==> images/sizes.png <==
Scale bar: 50 um.
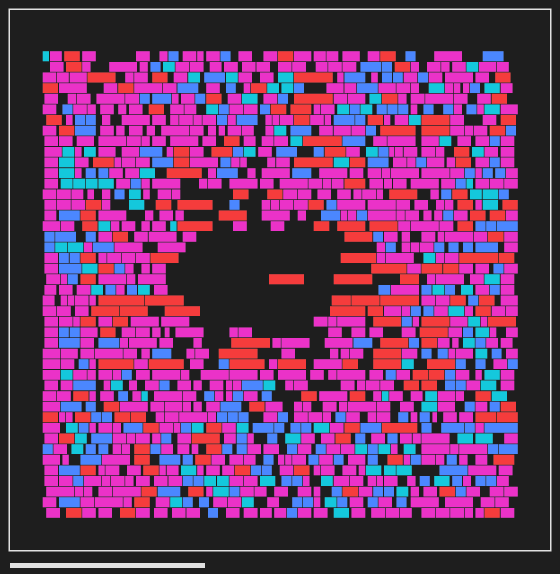
==> images/clocks.png <==
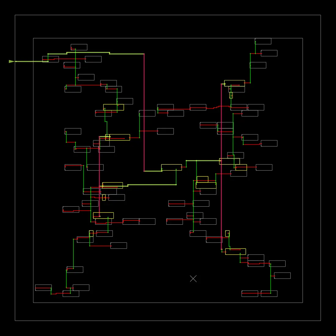
==> images/wires.png <==
Only two layers are drawn.
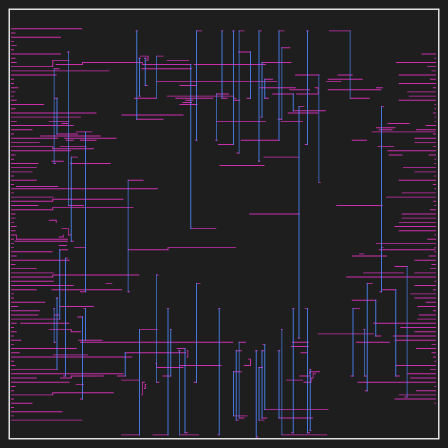
==> images/layer_met4.png <==
Scale bar: 50 um.
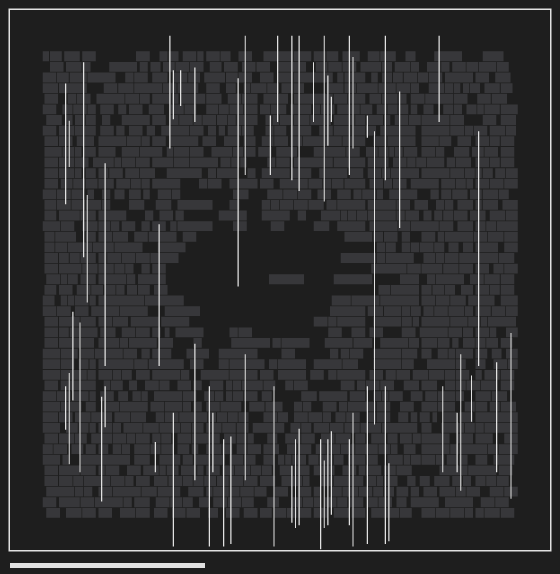
**src/rtl/pc_update_pkg.sv**
```systemverilog
// Shared definitions for the Y86-64 SEQ datapath.
// Holds the icode values, the default datapath width and a helper that
// identifies instructions which stop PC advance when committed.
package pc_update_pkg;

  localparam int DEFAULT_WIDTH = 64;

  // Upper nibble of the instruction byte.
  localparam logic [3:0] IHALT   = 4'h0;
  localparam logic [3:0] INOP    = 4'h1;
  localparam logic [3:0] IRRMOVQ = 4'h2;
  localparam logic [3:0] IIRMOVQ = 4'h3;
  localparam logic [3:0] IRMMOVQ = 4'h4;
  localparam logic [3:0] IMRMOVQ = 4'h5;
  localparam logic [3:0] IOPQ    = 4'h6;
  localparam logic [3:0] IJXX    = 4'h7;
  localparam logic [3:0] ICALL   = 4'h8;
  localparam logic [3:0] IRET    = 4'h9;
  localparam logic [3:0] IPUSHQ  = 4'hA;
  localparam logic [3:0] IPOPQ   = 4'hB;

  // halt and every icode above popq (0xC..0xF) freeze the PC.
  function automatic logic is_stop_icode(input logic [3:0] icode);
    return (icode == IHALT) || (icode > IPOPQ);
  endfunction

endpackage

```
**src/rtl/pc_next_sel.sv**
```systemverilog
// Combinational next-PC multiplexer.
// Ports:
//   icode        in   4      instruction class (opcode[7:4])
//   Cnd          in   1      branch condition, only meaningful for jXX
//   valP         in   WIDTH  fall-through address
//   valC         in   WIDTH  jump/call target
//   valM         in   WIDTH  return address popped by ret
//   finalval_PC  out  WIDTH  selected next PC
module pc_next_sel
  import pc_update_pkg::*;
#(
  parameter int WIDTH = DEFAULT_WIDTH
) (
  input  logic [3:0]       icode,
  input  logic             Cnd,
  input  logic [WIDTH-1:0] valP,
  input  logic [WIDTH-1:0] valC,
  input  logic [WIDTH-1:0] valM,
  output logic [WIDTH-1:0] finalval_PC
);

  always_comb begin
    // NOTE: default first and blocking '=' in combinational logic keeps every
    // path assigned, so no latch is inferred.
    finalval_PC = valP;
    unique case (icode)
      IJXX:    finalval_PC = Cnd ? valC : valP;
      ICALL:   finalval_PC = valC;
      IRET:    finalval_PC = valM;
      default: finalval_PC = valP;  // straight-line, halt and invalid codes
    endcase
  end

endmodule

```
**src/rtl/pc_update.sv**
```systemverilog
// Next-PC selection and architectural PC register for the SEQ processor.
// Ports:
//   clk          in   1      clock, PC updates on rising edge
//   rst          in   1      synchronous active-high reset
//   opcode       in   8      instruction byte, [7:4] icode, [3:0] ifun
//   Cnd          in   1      condition result from execute (jXX only)
//   valP         in   WIDTH  sequential next address
//   valC         in   WIDTH  instruction constant
//   valM         in   WIDTH  memory read value
//   finalval_PC  out  WIDTH  combinational next PC
//   PC           out  WIDTH  registered architectural PC
//   halted       out  1      sticky, set when halt/invalid commits
module pc_update
  import pc_update_pkg::*;
#(
  parameter int              WIDTH    = DEFAULT_WIDTH,
  parameter logic [WIDTH-1:0] RESET_PC = '0
) (
  input  logic             clk,
  input  logic             rst,
  input  logic [7:0]       opcode,
  input  logic             Cnd,
  input  logic [WIDTH-1:0] valP,
  input  logic [WIDTH-1:0] valC,
  input  logic [WIDTH-1:0] valM,
  output logic [WIDTH-1:0] finalval_PC,
  output logic [WIDTH-1:0] PC,
  output logic             halted
);

  logic [3:0] icode;
  logic       unused_ifun;

  assign icode       = opcode[7:4];
  // ifun only distinguishes jXX conditions, which execute has already
  // folded into Cnd.
  assign unused_ifun = ^opcode[3:0];

  pc_next_sel #(.WIDTH(WIDTH)) u_pc_next_sel (
    .icode       (icode),
    .Cnd         (Cnd),
    .valP        (valP),
    .valC        (valC),
    .valM        (valM),
    .finalval_PC (finalval_PC)
  );

  // Reset dominates; once halted, nothing but reset moves the PC again.
  // A committing halt/invalid leaves PC on its own address.
  always_ff @(posedge clk) begin
    // NOTE: non-blocking '<=' for state so every register samples the
    // pre-edge values regardless of statement order.
    if (rst) begin
      PC     <= RESET_PC;
      halted <= 1'b0;
    end else if (!halted) begin
      if (is_stop_icode(icode)) begin
        halted <= 1'b1;
      end else begin
        PC <= finalval_PC;
      end
    end
  end

endmodule

```
**config.mk**
```make
export PLATFORM = sky130hd
export DESIGN_NAME = pc_update
export DESIGN_NICKNAME = d
export VERILOG_FILES = /design/src/rtl/pc_update_pkg.sv /design/src/rtl/pc_next_sel.sv /design/src/rtl/pc_update.sv
export SDC_FILE = /design/constraint.sdc
export NUM_CORES = 1
export LEC_CHECK = 0
export ABC_CLOCK_PERIOD_IN_PS = 1900
export CORE_MARGIN = 8
export CORE_UTILIZATION = 35
export DETAILED_ROUTE_END_ITERATION = 7
export PLACE_DENSITY = 0.77
export RECOVER_POWER = 50
export REMOVE_ABC_BUFFERS = 1
export SLEW_MARGIN = 20
export SYNTH_ARGS = -nofsm -noshare
export SYNTH_HDL_FRONTEND = slang
export SYNTH_HIERARCHICAL = 1
export SYNTH_SLANG_ARGS = --single-unit
```
**constraint.sdc**
```tcl
create_clock -name clk -period 1.9 [get_ports clk]
set_input_delay 0.38 -clock clk [delete_from_list [all_inputs] [get_ports clk]]
set_output_delay 0.38 -clock clk [all_outputs]
set_load 0.02 [all_outputs]
```
==> summary.txt <==
Item: results of the latest flow run.

- Clock tree synthesis selected as its root buffer the cell sky130_fd_sc_hd__clkbuf_16.
- The CTS tree is yes.
- The first-pass iteration count of the detailed router is 8.
- The final routed wirelength across all metal layers is 31.0 mm.
- The count of buffers not belonging to the clock network in the layout is 563.
- The cell type with the largest total area after synthesis is sky130_fd_sc_hd__dfxtp_1.
- The detailed-placement wirelength estimate is roughly 18 mm.
- Entering global routing, the biggest net connects 67 pins.
- The synthesized area per cell is 8.86 um2.
- The count of vias placed by the detailed router is 7407.
- The number of top-level pins is 332.
- In the post-route analysis, the smallest setup slack over all paths is -0.379 ns.
- Buffers placed on the I/O ports in this run total around 330.
- Setup repair after global routing could not meet its margin everywhere.
- The share of flip-flops with an asynchronous set or reset is 0%.
- The total of cells resized after clock tree synthesis is 515.
- The power per standard cell area is 539 nW/um2.
- The post-route clock period utilization is 120%.
- After synthesis, the chip area reported by Yosys is 5240 um2.
- The critical path start-end classification is in2out.
- The cell class ranked first by area is buffers.
- The number of placed instances, taps included is 1166.
- At the worst endpoint, the arrival time is 1.90 ns.
- The share of Yosys cell area claimed by the top area cell type is around a quarter.
- Per Yosys stat, the portion of area used by sequential elements is 24.8%.
- The reported leakage power is 5.25 nW.
- The chip width is 138 um.
- For the final routed database, the setup TNS stands at -18.57 ns.
- In this run the worst hold path is classified as reg2reg.
- Nets still carrying antenna violations after routing amount to 0.
- The non-clock inverter instance count of the final layout is 0.
- For the pin with the worst max-slew slack, the measured transition is just under 0.6 ns.
- Subtracting the final worst setup slack from the clock period gives between 2 and 2.5 ns.
- The placer congestion estimate is around 0.90.
- The later pin in the worst-skew pair is clocked with a latency of between 0.3 and 0.4 ns.
- The max-capacitance violation count is 0.
- The worst reg2reg path endpoint is PC[1].
- Based on the critical path, the design can be clocked at up to 439 MHz.
- Per the detail_route report, vias per standard cell equal between 5 and 6.
- Walking the critical path from launch to capture passes 7 cell instances.
- The number of filler instances in the final layout is between 800 and 900.
- The maximum vdd ir drop is around 0.40 mV.
- Counting instances in the post-synthesis netlist gives the leading cell types as sky130_fd_sc_hd__nand2b_1 (128), sky130_fd_sc_hd__dfxtp_1 (65).
- The clock arrives with 0.00589 ns of skew.
- The tap cell instance count is between 150 and 200.
- The initial antenna violation count was 2.
- The cell with the largest stage delay on the worst path is sky130_fd_sc_hd__a222oi_1.
- The start of the worst register-to-register path is halted.
- The floorplan row count is 44.
- The clock-cell share of area is 2.36%.
- In this run, synthesis inferred 0 flip-flops with an integrated enable.
- The number of failing setup endpoints in the final timing report is 77.
- The final hold violation count recorded for this run is 0.
- The layout summary lists the proportion of cells stronger than drive strength 1 as around two fifths.
- The critical path buffer and inverter count is 4.
- The number of cell instances after yosys synthesis is 591.
- The run finished, with violations left.
- The cell with the most instances after synthesis is sky130_fd_sc_hd__nand2b_1.
- The data required time at the worst endpoint is ~1.5 ns.
- The final reports fail on design-rule violations, negative setup slack.
- For the worst min-delay path, the startpoint reported by OpenROAD is PC[42].
- The worst relative slew slack is 60.7%.
- The nature of the critical path startpoint is an input pin.
- Per the final report, max-transition violations number 0.
- The CTS log lists the clock sinks for this run as between 60 and 70.
- The cell area that synthesis handed to floorplanning was 5240 um2.
- The remaining design rule violation count is 1.
- Per the timing report, the biggest fanout along the worst path comes to 5.
- The category of cells accounting for the largest share of critical-path delay is buffers and inverters.
- The first global-routing pass estimated 42.1 mm of wire.
- The non-clock buffer contribution to total cell area is 50.4%.
- Across every metal layer, demand over resource in global routing totals 27.0%.
- The area of the core region is ~15000 um2.
- The number of buffers inserted for hold repair after clock tree synthesis is 0.
- The top cell types in the final layout, fill and taps aside, are sky130_fd_sc_hd__clkdlybuf4s50_1 (177), sky130_fd_sc_hd__buf_4 (164), sky130_fd_sc_hd__nand2b_1 (122).
- Per STA, the highest per-stage delay on the worst path measures between 0.4 and 0.5 ns.
- The number of setup buffers added after CTS is 78.
- The terminating pin of the worst hold path is PC[42].
- The sequential cell area in the final layout is 1300 um2.
- The library cell used most frequently in the layout, excluding fill and tap cells, is sky130_fd_sc_hd__clkdlybuf4s50_1.
- The clock H-tree reported by CTS has 3 levels.
-- sizes.png (at the start) --
Red shows _6 and larger, cells 151. Cyan shows _2 cells, cells 93. Magenta shows _0 and _1 cells, cells 645. Blue shows _3 and _4 cells, cells 211.

-- clocks.png (at the start) --
TritonCTS buffer count: 9
number of clock-tree buffers in the layout: 13

-- wires.png (at the start) --
Blue shows metal 4, wire length 1690 um. Magenta shows metal 3, wire length 2600 um.

-- layer_met4.png (at the start) --
The layer holds 5.5% of the routed length. 59 nets have wire on it.

per-stage QoR:
stage                     util [%]  power, mW  setup slack (ns)  area (um2)
after floorplan                  -       2.64             -4.25        4830
after global placement        65.6       4.12             -1.23        9570
after detailed placement      65.6       4.14             -1.27        9570
after CTS                     75.2       6.02            -0.265       11000
after global routing          80.1       6.54            -0.402       11700
final                         80.1       6.30            -0.379       11700
worst max-delay path by stage:
stage,from,endpoint
after floorplan,opcode[5],PC[0]
after global placement,opcode[6],finalval_PC[44]
after detailed placement,opcode[6],finalval_PC[44]
after CTS,Cnd,finalval_PC[2]
after global routing,Cnd,finalval_PC[10]
final,Cnd,finalval_PC[22]
cells by family (layout without fill, tap and decap cells):
family / count (synthesis) / after routing / share of synthesized area, %
AND-OR/OR-AND: 129 / 129 / 18.6
buffers and inverters: 70 / 579 / 7.81
flip-flops: 65 / 65 / 24.8
multiplexers: 128 / 128 / 26.0
AND/OR/NAND/NOR: 199 / 199 / 22.8
other: 0 / 2 / 0
flip-flops by register name, indices dropped and copies added, names as in the netlist:
name    count
PC         64
halted      1
power breakdown:
| group | internal [mW] | total (mW) | switching, mW | leakage, nW |
|---|---|---|---|---|
| Clock | 0.948 | 1.55 | 0.606 | 0.139 |
| Sequential | 1.50 | 1.58 | 0.0762 | 0.538 |
| Combinational | 1.77 | 3.16 | 1.39 | 4.58 |
layer usage:
metal  GRT usage [%]  vias up  wire, um  part of all wire, %
met1            28.7     3534     11400                   37
met5               0        -         0                    0
met4            15.3        0      1690                  5.5
li1                -     3272         -                    -
met3            8.73      128      2600                  8.4
met2            46.1      473     15300                   49
worst reg2reg max path: cells and delay by family (launching register included):
| family | cells | cell delay, ns |
|---|---|---|
| compound gates | 1 | 0.40 |
| flops | 1 | 0.34 |
| buf+inv | 1 | 0.29 |
| mux | 1 | 0.25 |
Power figures rest on the tool's default switching activity, not on a simulated workload.
